**src/rtl/arc4_pkg.sv**
```systemverilog
// ARC4 PRGA shared types: FSM state encoding, byte type, length address.
package arc4_pkg;

  typedef logic [7:0] byte_t;

  localparam byte_t LEN_ADDR = 8'h00;

  typedef enum logic [3:0] {
    IDLE,
    LEN_RD,
    LEN_WAIT,
    LEN_WR,
    RD_I,
    WAIT_I,
    RD_J,
    WAIT_J,
    WR_I,
    WR_J,
    RD_PAD,
    WAIT_PAD,
    WR_PT,
    RB_RD,
    RB_WAIT
  } state_e;

endpackage

```
**src/rtl/arc4_prga_if.sv**
```systemverilog
// ARC4 PRGA controller handshake plus S/ct/pt memory buses.
// err exists only when PRGA_PT_READBACK_EN is defined.
interface arc4_prga_if;
  import arc4_pkg::*;

  logic        en;
  logic        rdy;
  logic [23:0] key;
  byte_t       s_addr;
  byte_t       s_rddata;
  byte_t       s_wrdata;
  logic        s_wren;
  byte_t       ct_addr;
  byte_t       ct_rddata;
  byte_t       pt_addr;
  byte_t       pt_rddata;
  byte_t       pt_wrdata;
  logic        pt_wren;
`ifdef PRGA_PT_READBACK_EN
  logic        err;
`endif

  modport master (
`ifdef PRGA_PT_READBACK_EN
    output err,
`endif
    input  en, key,
    input  s_rddata, ct_rddata, pt_rddata,
    output rdy,
    output s_addr, s_wrdata, s_wren,
    output ct_addr,
    output pt_addr, pt_wrdata, pt_wren
  );

  modport slave (
`ifdef PRGA_PT_READBACK_EN
    input  err,
`endif
    output en, key,
    output s_rddata, ct_rddata, pt_rddata,
    input  rdy,
    input  s_addr, s_wrdata, s_wren,
    input  ct_addr,
    input  pt_addr, pt_wrdata, pt_wren
  );

endinterface

```
**src/rtl/arc4_prga.sv**
```systemverilog
// ARC4 pseudo-random generation: decrypts length-prefixed ct into pt.
// Optional PRGA_PT_READBACK_EN re-reads each pt byte and flags err.
module arc4_prga
  import arc4_pkg::*;
(
  input logic       clk,
  input logic       rst_n,
  arc4_prga_if.master bus
);

  state_e state_q, state_d;
  byte_t  i_q, i_d;
  byte_t  j_q, j_d;
  byte_t  k_q, k_d;
  byte_t  len_q, len_d;
  byte_t  si_q, si_d;
  byte_t  sj_q, sj_d;
`ifdef PRGA_PT_READBACK_EN
  byte_t  pb_q, pb_d;
  logic   err_q, err_d;
`endif

  logic   rdy_c;
  logic   s_wren_c;
  logic   pt_wren_c;
  byte_t  pt_byte;

  wire unused_in = ^{bus.key, bus.pt_rddata};

  assign pt_byte = bus.s_rddata ^ bus.ct_rddata;

  always_ff @(posedge clk) begin
    if (rst_n) begin
      state_q <= IDLE;
      i_q     <= '0;
      j_q     <= '0;
      k_q     <= '0;
      len_q   <= '0;
      si_q    <= '0;
      sj_q    <= '0;
`ifdef PRGA_PT_READBACK_EN
      pb_q    <= '0;
      err_q   <= 1'b0;
`endif
    end else begin
      state_q <= state_d;
      i_q     <= i_d;
      j_q     <= j_d;
      k_q     <= k_d;
      len_q   <= len_d;
      si_q    <= si_d;
      sj_q    <= sj_d;
`ifdef PRGA_PT_READBACK_EN
      pb_q    <= pb_d;
      err_q   <= err_d;
`endif
    end
  end

  always_comb begin
    state_d       = state_q;
    i_d           = i_q;
    j_d           = j_q;
    k_d           = k_q;
    len_d         = len_q;
    si_d          = si_q;
    sj_d          = sj_q;
`ifdef PRGA_PT_READBACK_EN
    pb_d          = pb_q;
    err_d         = err_q;
`endif
    rdy_c         = 1'b0;
    s_wren_c      = 1'b0;
    pt_wren_c     = 1'b0;
    bus.s_addr    = '0;
    bus.s_wrdata  = '0;
    bus.ct_addr   = '0;
    bus.pt_addr   = '0;
    bus.pt_wrdata = '0;
    unique case (state_q)
      IDLE: begin
        rdy_c = 1'b1;
        if (bus.en) begin
          state_d = LEN_RD;
`ifdef PRGA_PT_READBACK_EN
          err_d   = 1'b0;
`endif
        end
      end
      LEN_RD: begin
        bus.ct_addr = LEN_ADDR;
        state_d     = LEN_WAIT;
      end
      LEN_WAIT: begin
        bus.ct_addr = LEN_ADDR;
        len_d       = bus.ct_rddata;
        state_d     = LEN_WR;
      end
      LEN_WR: begin
        bus.pt_addr   = LEN_ADDR;
        bus.pt_wrdata = len_q;
        pt_wren_c     = 1'b1;
        i_d           = '0;
        j_d           = '0;
        k_d           = 8'd1;
        state_d       = (len_q == '0) ? IDLE : RD_I;
      end
      RD_I: begin
        i_d     = i_q + 8'd1;
        state_d = WAIT_I;
      end
      WAIT_I: begin
        bus.s_addr = i_q;
        state_d    = RD_J;
      end
      RD_J: begin
        bus.s_addr = i_q;
        si_d       = bus.s_rddata;
        j_d        = j_q + bus.s_rddata;
        state_d    = WAIT_J;
      end
      WAIT_J: begin
        bus.s_addr = j_q;
        state_d    = WR_I;
      end
      // s[j] is on rddata this cycle; write it straight into s[i]
      WR_I: begin
        sj_d         = bus.s_rddata;
        bus.s_addr   = i_q;
        bus.s_wrdata = bus.s_rddata;
        s_wren_c     = 1'b1;
        state_d      = WR_J;
      end
      WR_J: begin
        bus.s_addr   = j_q;
        bus.s_wrdata = si_q;
        s_wren_c     = 1'b1;
        state_d      = RD_PAD;
      end
      RD_PAD: begin
        bus.s_addr  = si_q + sj_q;
        bus.ct_addr = k_q;
        state_d     = WAIT_PAD;
      end
      WAIT_PAD: begin
        bus.s_addr  = si_q + sj_q;
        bus.ct_addr = k_q;
        state_d     = WR_PT;
      end
      WR_PT: begin
        bus.s_addr    = si_q + sj_q;
        bus.ct_addr   = k_q;
        bus.pt_addr   = k_q;
        bus.pt_wrdata = pt_byte;
        pt_wren_c     = 1'b1;
`ifdef PRGA_PT_READBACK_EN
        pb_d          = pt_byte;
        state_d       = RB_RD;
`else
        if (k_q == len_q) begin
          state_d = IDLE;
        end else begin
          k_d     = k_q + 8'd1;
          state_d = RD_I;
        end
`endif
      end
`ifdef PRGA_PT_READBACK_EN
      RB_RD: begin
        bus.pt_addr = k_q;
        state_d     = RB_WAIT;
      end
      RB_WAIT: begin
        bus.pt_addr = k_q;
        if (bus.pt_rddata != pb_q) err_d = 1'b1;
        if (k_q == len_q) begin
          state_d = IDLE;
        end else begin
          k_d     = k_q + 8'd1;
          state_d = RD_I;
        end
      end
`endif
      default: state_d = IDLE;
    endcase
  end

  // reset gates the strobes at once so an aborted run writes nothing more
  assign bus.rdy     = rdy_c & ~rst_n;
  assign bus.s_wren  = s_wren_c & ~rst_n;
  assign bus.pt_wren = pt_wren_c & ~rst_n;
`ifdef PRGA_PT_READBACK_EN
  assign bus.err     = err_q;
`endif

endmodule

```
**src/flat_wrapper.sv**
```systemverilog
// flat-port wrapper written by rule: the top's interface ports become plain ports
module arc4_prga_flat import arc4_pkg::*;
  (clk, rst_n, bus_en, bus_key, bus_s_rddata, bus_ct_rddata, bus_pt_rddata, bus_rdy, bus_s_addr, bus_s_wrdata, bus_s_wren, bus_ct_addr, bus_pt_addr, bus_pt_wrdata, bus_pt_wren);
  arc4_prga_if bus_i ();
  input logic clk;
  input logic rst_n;
  input wire logic [$bits(bus_i.en)-1:0] bus_en;
  input wire logic [$bits(bus_i.key)-1:0] bus_key;
  input wire logic [$bits(bus_i.s_rddata)-1:0] bus_s_rddata;
  input wire logic [$bits(bus_i.ct_rddata)-1:0] bus_ct_rddata;
  input wire logic [$bits(bus_i.pt_rddata)-1:0] bus_pt_rddata;
  output wire logic [$bits(bus_i.rdy)-1:0] bus_rdy;
  output wire logic [$bits(bus_i.s_addr)-1:0] bus_s_addr;
  output wire logic [$bits(bus_i.s_wrdata)-1:0] bus_s_wrdata;
  output wire logic [$bits(bus_i.s_wren)-1:0] bus_s_wren;
  output wire logic [$bits(bus_i.ct_addr)-1:0] bus_ct_addr;
  output wire logic [$bits(bus_i.pt_addr)-1:0] bus_pt_addr;
  output wire logic [$bits(bus_i.pt_wrdata)-1:0] bus_pt_wrdata;
  output wire logic [$bits(bus_i.pt_wren)-1:0] bus_pt_wren;
  assign bus_i.en = bus_en;
  assign bus_i.key = bus_key;
  assign bus_i.s_rddata = bus_s_rddata;
  assign bus_i.ct_rddata = bus_ct_rddata;
  assign bus_i.pt_rddata = bus_pt_rddata;
  assign bus_rdy = bus_i.rdy;
  assign bus_s_addr = bus_i.s_addr;
  assign bus_s_wrdata = bus_i.s_wrdata;
  assign bus_s_wren = bus_i.s_wren;
  assign bus_ct_addr = bus_i.ct_addr;
  assign bus_pt_addr = bus_i.pt_addr;
  assign bus_pt_wrdata = bus_i.pt_wrdata;
  assign bus_pt_wren = bus_i.pt_wren;
  arc4_prga u_core (.clk(clk), .rst_n(rst_n), .bus(bus_i));
endmodule
```
**config.mk**
```make
export PLATFORM = sky130hd
export DESIGN_NAME = arc4_prga_flat
export DESIGN_NICKNAME = d
export VERILOG_FILES = /design/src/rtl/arc4_pkg.sv /design/src/rtl/arc4_prga_if.sv /design/src/rtl/arc4_prga.sv /design/src/flat_wrapper.sv
export SDC_FILE = /design/constraint.sdc
export NUM_CORES = 1
export LEC_CHECK = 0
export CELL_PAD_IN_SITES_DETAIL_PLACEMENT = 0
export CELL_PAD_IN_SITES_GLOBAL_PLACEMENT = 1
export CORE_MARGIN = 2
export CORE_UTILIZATION = 37
export DETAILED_ROUTE_END_ITERATION = 12
export GPL_TIMING_DRIVEN = 0
export PLACE_DENSITY = 0.89
export SLEW_MARGIN = 0
export SYNTH_ARGS = -nofsm -noshare
export SYNTH_HDL_FRONTEND = slang
export SYNTH_SLANG_ARGS = --single-unit
```
**constraint.sdc**
```tcl
create_clock -name clk -period 3.15 [get_ports clk]
set_input_delay 0.7875 -clock clk [delete_from_list [all_inputs] [get_ports clk]]
set_output_delay 0.7875 -clock clk [all_outputs]
set_load 0.05 [all_outputs]
```
==> run_1/metal_density.png <==
The die is cut into 20 by 20 equal tiles; black is low, pale yellow is high, scaled to the fullest tile. Values are wire area over tile area, all layers added.
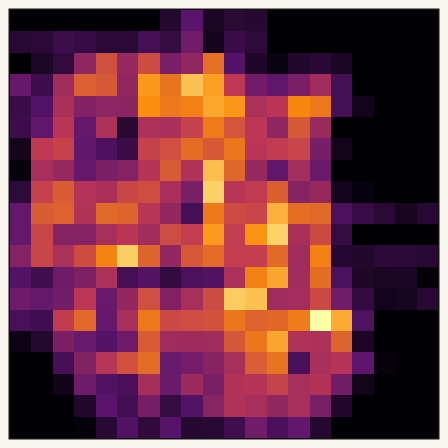
tiles over half the peak: 25%
densest ninth of the die: center
fullest tile: 0.52
nearly empty tiles: 22%
emptiest ninth of the die: north-east

==> run_1/layer_met3.png <==
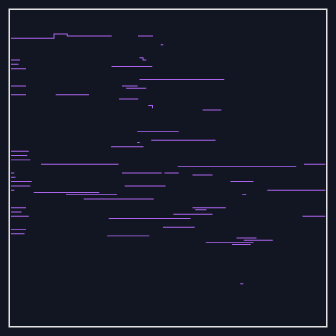
longest straight run: 36.8 um
wire length on this layer: 525 um

==> run_1/cell_density.png <==
The die is cut into 10 by 10 equal tiles; black is low, pale yellow is high, 0 to 100% covered.
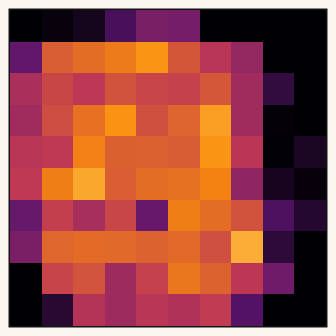
fullest tile: 82%
nearly empty tiles: 19%
tiles over 75% full: 6.0%
mean over tiles: 41%

==> run_results.csv, run 1 <==
group,metric,value,unit
hold_path,worstHoldEndpoint,"u_core.sj_q[4]",
synth,top_cell_area_share,31.2,%
clock_network,htree_levels,2,
synth,ys_sh_aoi,20.3,%
routing,post_drt_wl_per_cell,16.2,um
pwr,p_leak,1.77,nW
synth,top_logic_kind,"simple AND/OR/NAND/NOR gates",
cells_and_area,nMultiInputCombCells,346,
cells_and_area,final_cell_mix,"nand2_1 (74), dfxtp_1 (50), a21oi_1 (41), nor2_1 (41)",
worst_setup_path,critPathMaxStageDelay,0.39,ns
sta,fin_crit_sh,97.4,%
synth,async_reset_ff_share,0,%
cells_and_area,clk_share,1.87,%
routing,vias_per_cell,5.51,
die,num_io_pins,94,
cells_and_area,nNonClkInverters,9,
placement,place_congestion,0.865,
placement,place_inst,598,
routing,first_iter_violations,162,
cells_and_area,layout-drive-gt1-share,11.3,%
placement,dp.final_hpwl,7570,um
synth,mux_area_share,5.55,%
cells_and_area,nNonClkBuffers,83,
die,chipArea,0.00979,mm^2
grt,grt_max_degree,15,
clock_network,worstSkewPairLatency,0.31,ns
pwr,p_per_area,298,mW/mm^2
routing,dr.pass1.iters,6,
worst_setup_path,r2r-start,"u_core.j_q[4]",
grt,grt_pass1_wl,15800,um
sta,final_hold_viol_count,0,
worst_setup_path,cp-start-kind,"register",
synth,yosys_cells,429,
die,initCoreUtil,38.2,%
worst_setup_path,worstPathMaxFanout,10,
routing,route.detailed.drc,0,
run,maxCapViolCount,0,
run,warnings,59,
grt,grt.overflow.total,0,
synth,ys_warn_count,0,
worst_setup_path,worstSetupEndpointType,"output pin",
synth,synth-seq-cells,52,
cells_and_area,instances_no_fill,605,
worst_setup_path,r2r_slack,1.13,ns
grt,grt_antenna_before_repair,0,
worst_setup_path,ff2ff_path_depth,6,
cells_and_area,buf_share,15.9,%
clock_network,clock-root-buffer,"clkbuf_8",
cells_and_area,seq_area_share,25.2,%
clock_network,tritoncts,"done",
synth,xor_area_share,6.83,%
worst_setup_path,slowest_stage,"dfxtp_1",
die,fp.dieW,99.0,um
sta,tightest_slew,0.924,ns
routing,antenna_left,0,
worst_setup_path,startpoint,"u_core.state_q[2]",
synth,postSynthSeqShare,31.2,%
sta,final.setup.tns,0,ns
sta,drv_slew,0,
synth,synth_chip_area,0.00334,mm^2
synth,syn_area_per_cell,7.78,um^2
sta,grt_setup_unrepaired,"no",
hold_path,hp-start,"u_core.sj_q[4]",
sta,fin_worst_skew,0.00742,ns
synth,ff_type,"dfxtp_1",
worst_setup_path,r2r-end,"u_core.j_q[7]",
clock_network,clk_pin_slew,0.10,ns
clock_network,numCtsBuffers,5,
hold_path,worstHoldPathCells,2,
routing,num_vias,3332,
die,die_h,99.0,um
die,rows,34,
die,tapCellCount,108,
die,core-area,0.00872,mm^2
cells_and_area,area_delta_synth_final,24.0,%
hold_path,worstHoldPathType,"reg -> reg",
worst_setup_path,cp.arrival,2.28,ns
worst_setup_path,critPathKind,"reg -> out",
synth,syn-instance-count,429,
pwr,vdd_ir_drop_max,0.000164,V
placement,place_ws,-0.785,ns
worst_setup_path,critPathRequiredTime,2.36,ns
synth,synth-edff-count,0,
clock_network,cts.sinks,52,
synth,synthTopCellsByArea,"dfxtp_1 (31%), nand2_1 (8.3%), a21oi_1 (6.5%)",
cells_and_area,fill_cells,901,
synth,synthesis.nets,498,
synth,ys_sh_adder,7.20,%
sta,worst_slack,0.0811,ns
synth,syn_area,0.00334,mm^2
sta,setup_viol,0,
synth,top_area_cell,"dfxtp_1",
cells_and_area,clock_buffer_count,6,
sta,min_period,3.07,ns
synth,simple_gate_share,25.1,%
worst_setup_path,crit_chain,"buf_4, mux2_4, and2_0, clkbuf_2, a222oi_1, inv_1, clkdlybuf4s15_2",
run_status,status,"finished clean",
cells_and_area,flop_area,0.00104,mm^2
cells_and_area,largestClassByArea,"logic gates",
cells_and_area,sh_comb_area,52.9,%
routing,drt_wl_total,9810,um
placement,numPortBuffers,61,
cells_and_area,fin_nets,566,
sta,max_freq,326,MHz
cells_and_area,logic_area,0.00219,mm^2
clock_network,clockBufferDepth,2,
grt,grt.total_usage,20.1,%
worst_setup_path,crit_end,"bus_s_addr[1]",
cells_and_area,layout_top_cell,"nand2_1",
run 1: routing by layer:
| layer | track usage, % | vias to the layer above | part of all wire [%] |
|---|---|---|---|
| met5 | 0 | - | 0 |
| met4 | 6.53 | 0 | 1.4 |
| met3 | 2.84 | 11 | 5.3 |
| met2 | 33.5 | 89 | 48 |
| met1 | 26.8 | 1584 | 45 |
| li1 | - | 1648 | - |
run 1: worst max-delay path: cells and delay by family (launching register included):
kind | cells | cell delay [ns]
flip-flops | 1 | 0.39
multiplexers | 1 | 0.37
AND-OR/OR-AND | 1 | 0.26
AND/OR/NAND/NOR | 1 | 0.17
buffers and inverters | 4 | 0.78
run 1: cell usage after synthesis (all sizes together) (8+ instances only):
| cell | count |
|---|---|
| buf | 8 |
| nand2 | 74 |
| dfxtp | 52 |
| xnor2 | 23 |
| and3 | 10 |
| ha | 16 |
| a21oi | 43 |
| nor3 | 9 |
| mux2i | 14 |
| nor2 | 42 |
| a22oi | 11 |
| inv | 9 |
| o21ai | 14 |
| and2 | 10 |
| clkbuf | 14 |
run 1: stage by stage:
step | util, % | total power, mW | hold WS (ns) | area, um^2
2_1_floorplan | - | 0.792 | 0.441 | 3340
3_3_place_gp | 46.8 | 0.859 | 0.449 | 4080
3_5_place_dp | 46.8 | 0.863 | 0.455 | 4080
4_1_cts | 47.7 | 1.24 | 0.469 | 4160
5_1_grt | 47.4 | 1.28 | 0.490 | 4140
6_report | 47.4 | 1.23 | 0.469 | 4140
run 1: where the power goes:
part	internal (mW)	leakage (nW)	total, mW	switching [mW]
registers	0.666	0.421	0.676	0.00990
clock network	0.152	0.0410	0.379	0.227
logic	0.0740	1.30	0.178	0.104
run 1: timing repair:
item	in CTS	in global routing
hold buffers	0	0
setup buffers	0	1
resized	118	29
endpoints found under the setup margin	43	19
pin swaps	1	4
==> run_1/placement.png <==
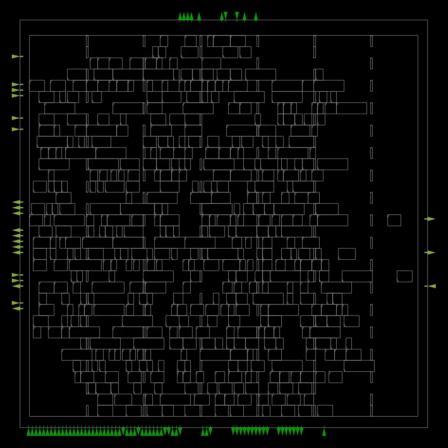

==> inputs of run 2 (changes only) <==
Settings changed: CORE_UTILIZATION 37 to 35, PLACE_DENSITY 0.89 to 0.85.
==> run_2/placement.png <==
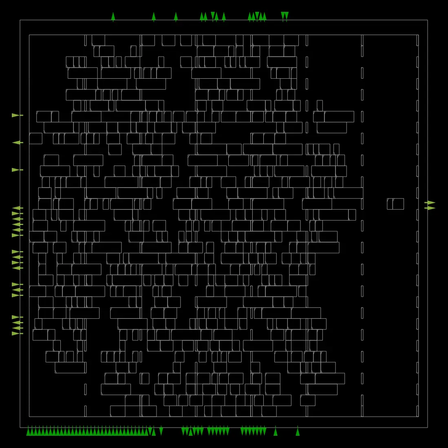
# rows: 35
Tap Cells: 129
filler instances: 935
final core utilization: 45.0%
fraction of area in registers: 25.1%

==> run_2/cell_density.png <==
The die is cut into 10 by 10 equal tiles; black is low, pale yellow is high, 0 to 100% covered.
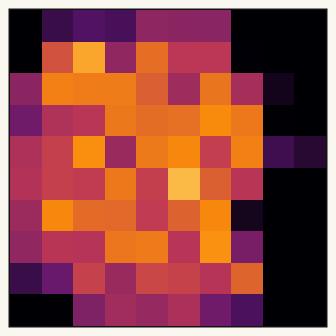
mean over tiles: 39%
tiles over 75% full: 4.0%
nearly empty tiles: 23%

==> run_results.csv, run 2 <==
group,metric,value,unit
synth,synthTopCellsByArea,"dfxtp_1 (31%), nand2_1 (8.3%), a21oi_1 (6.5%)",
sta,fin_worst_skew,0.0133,ns
worst_setup_path,ff2ff_path_depth,6,
pwr,vdd_ir_drop_max,0.000197,V
synth,synth_cell_type_count,50,
clock_network,post-cts-setup-buffers,0,
sta,tightest_slew,0.948,ns
sta,setup_viol,0,
placement,place_ws,-0.728,ns
worst_setup_path,crit_chain,"clkdlybuf4s50_1, clkbuf_2, nor2_1, dlygate4sd2_1",
die,num_io_pins,94,
synth,simple_gate_share,25.1,%
worst_setup_path,cp.arrival,2.29,ns
synth,ys_sh_adder,7.20,%
pwr,p_leak,1.76,nW
synth,syn_area_per_cell,7.78,um^2
worst_setup_path,critPathRequiredTime,2.36,ns
routing,vias_per_cell,5.26,
placement,placed_cell_area,0.00411,mm^2
worst_setup_path,worst-path-stages,4,
placement,dp.final_hpwl,7540,um
die,initCoreUtil,36.1,%
worst_setup_path,critPathBufInv,3,
worst_setup_path,critPathMaxStageDelay,0.54,ns
synth,ys_warn_count,0,
cells_and_area,diodes,0,
synth,synthesis.nets,498,
sta,final.setup.tns,0,ns
clock_network,numCtsBuffers,5,
worst_setup_path,cp-start-kind,"input port",
placement,place_inst,619,
synth,ff_type,"dfxtp_1",
synth,synth.most_common_cell,"nand2_1",
grt,grt.total_usage,19.9,%
clock_network,clock-root-buffer,"clkbuf_8",
clock_network,worstSkewPairLatency,0.32,ns
grt,grt_pass1_wl,15900,um
die,die_h,102,um
synth,xor_area_share,6.83,%
hold_path,worstHoldPathType,"reg -> reg",
worst_setup_path,worstSetupEndpointType,"output pin",
worst_setup_path,r2r_slack,1.12,ns
sta,drv_slew,0,
synth,synth_chip_area,0.00334,mm^2
cells_and_area,final_area,0.00416,mm^2
synth,postSynthSeqShare,31.2,%
die,chipArea,0.0103,mm^2
worst_setup_path,critPathKind,"in -> out",
synth,top_area_cell,"dfxtp_1",
clock_network,clk_pin_slew,0.09,ns
placement,place_congestion,0.864,
synth,syn-instance-count,429,
synth,top_logic_kind,"simple AND/OR/NAND/NOR gates",
routing,first_iter_violations,210,
cells_and_area,layout_top_cell,"nand2_1",
grt,grt_antenna_before_repair,0,
sta,worst_slack,0.0711,ns
routing,post_drt_wl_per_cell,15.9,um
run_status,status,"finished clean",
worst_setup_path,worstPathMaxFanout,19,
sta,max_freq,325,MHz
routing,num_vias,3295,
synth,netlist_top_cells_count,"nand2_1 (74), dfxtp_1 (52), a21oi_1 (43)",
clock_network,cts.sinks,52,
worst_setup_path,r2r-end,"u_core.j_q[7]",
sta,fin_crit_sh,97.7,%
placement,numPortBuffers,61,
cells_and_area,area_delta_synth_final,24.7,%
grt,grt_max_degree,20,
clock_network,clockBufferDepth,2,
synth,yosys_cells,429,
worst_setup_path,slowest_stage,"dlygate4sd2_1",
routing,drt_wl_total,9940,um
synth,syn_area,0.00334,mm^2
pwr,finalPower,1.25,mW
die,core-area,0.00924,mm^2
sta,hold_ws,0.469,ns
worst_setup_path,startpoint,"rst_n",
die,fp.dieW,102,um
cells_and_area,fin_nets,565,
run,warnings,58,
synth,ys_sh_aoi,20.3,%
grt,grt.overflow.total,0,
cells_and_area,instances_no_fill,626,
synth,synth-seq-cells,52,
synth,top_cell_area_share,31.2,%
synth,synth-edff-count,0,
synth,mux_area_share,5.55,%
sta,min_period,3.08,ns
sta,slew_headroom,36.3,%
run,maxCapViolCount,0,
cells_and_area,layout-drive-gt1-share,11.7,%
grt,grt_pass1_vias,3157,
sta,final_hold_viol_count,0,
cells_and_area,final_cell_mix,"nand2_1 (74), dfxtp_1 (48), a21oi_1 (41), nor2_1 (40), clkdlybuf4s50_1 (24)",
worst_setup_path,r2r-start,"u_core.j_q[3]",
routing,antenna_left,0,
worst_setup_path,cp_top_family,"buffers and inverters",
routing,dr.pass1.iters,5,
clock_network,tritoncts,"done",
synth,async_reset_ff_share,0,%
worst_setup_path,crit_end,"bus_s_wren",
routing,route.detailed.drc,0,
clock_network,htree_levels,2,
pwr,p_per_area,301,mW/mm^2
==> run_2/io_fan.png <==
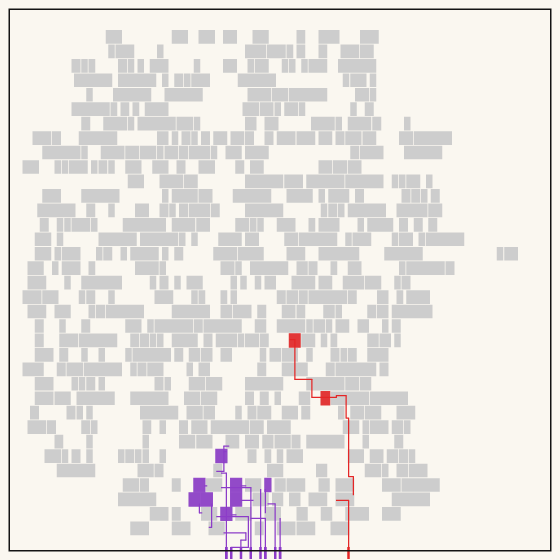
legend:
  `bus_pt_addr`:
    color: purple
    bits: 8
    direction: output
    edge: south
    end_cells: 8
    buffers: 8
    wire: 113 um
  `bus_en`:
    color: red
    bits: 1
    direction: input
    edge: south
    end_cells: 2
    buffers: 1
    wire: 53.2 um

==> run 2: cell type report <==
class	instances	area, um^2	share of cell area [%]
Timing Repair Buffer	61	528	12.7
Buffer	21	111	2.68
Tap cell	129	161	3.88
Clock inverter	3	18.8	0.451
Multi-Input combinational cell	346	2190	52.7
Inverter	9	33.8	0.812
Sequential cell	52	1050	25.1
Clock buffer	5	68.8	1.65
==> run 2: worst register-to-register path: cells and delay by family (launching register included) <==
kind            cells  cell delay [ns]
compound gates      3             0.70
mux                 2             0.54
flops               1             0.35
fa+ha+maj           1             0.33
==> run 2: per-layer routing <==
layer / up-vias / global-route usage, % / part of all wire [%] / wire, um
met5: - / 0 / 0 / 0
met4: 0 / 6.44 / 1.3 / 131
met3: 14 / 2.28 / 3.4 / 336
met2: 79 / 32.4 / 47 / 4700
met1: 1545 / 27.5 / 48 / 4770
li1: 1657 / - / - / -
==> run 2: worst min path at each step <==
stage / from / end / slack [ns] / cells past startpoint
global placement: u_core.sj_q[0] / u_core.sj_q[0] / 0.45 / 2
detailed placement: u_core.sj_q[4] / u_core.sj_q[4] / 0.45 / 2
floorplan: u_core.sj_q[0] / u_core.sj_q[0] / 0.44 / 2
finish: u_core.sj_q[4] / u_core.sj_q[4] / 0.47 / 2
CTS: u_core.sj_q[4] / u_core.sj_q[4] / 0.47 / 2
global route: u_core.sj_q[2] / u_core.sj_q[2] / 0.49 / 2
==> run 2: what timing repair did <==
item                       CTS  global route
pin swaps                    2             4
cloned                       0             0
hold buffers                 0             0
setup endpoints to repair   36            34
resized                    116            32
==> run 2: power by group <==
group / switching [mW] / leakage [nW] / internal [mW]
logic: 0.105 / 1.29 / 0.0724
registers: 0.00981 / 0.421 / 0.666
clock network: 0.243 / 0.0479 / 0.156
total: 0.357 / 1.76 / 0.894
Power figures rest on the tool's default switching activity, not on a simulated workload.
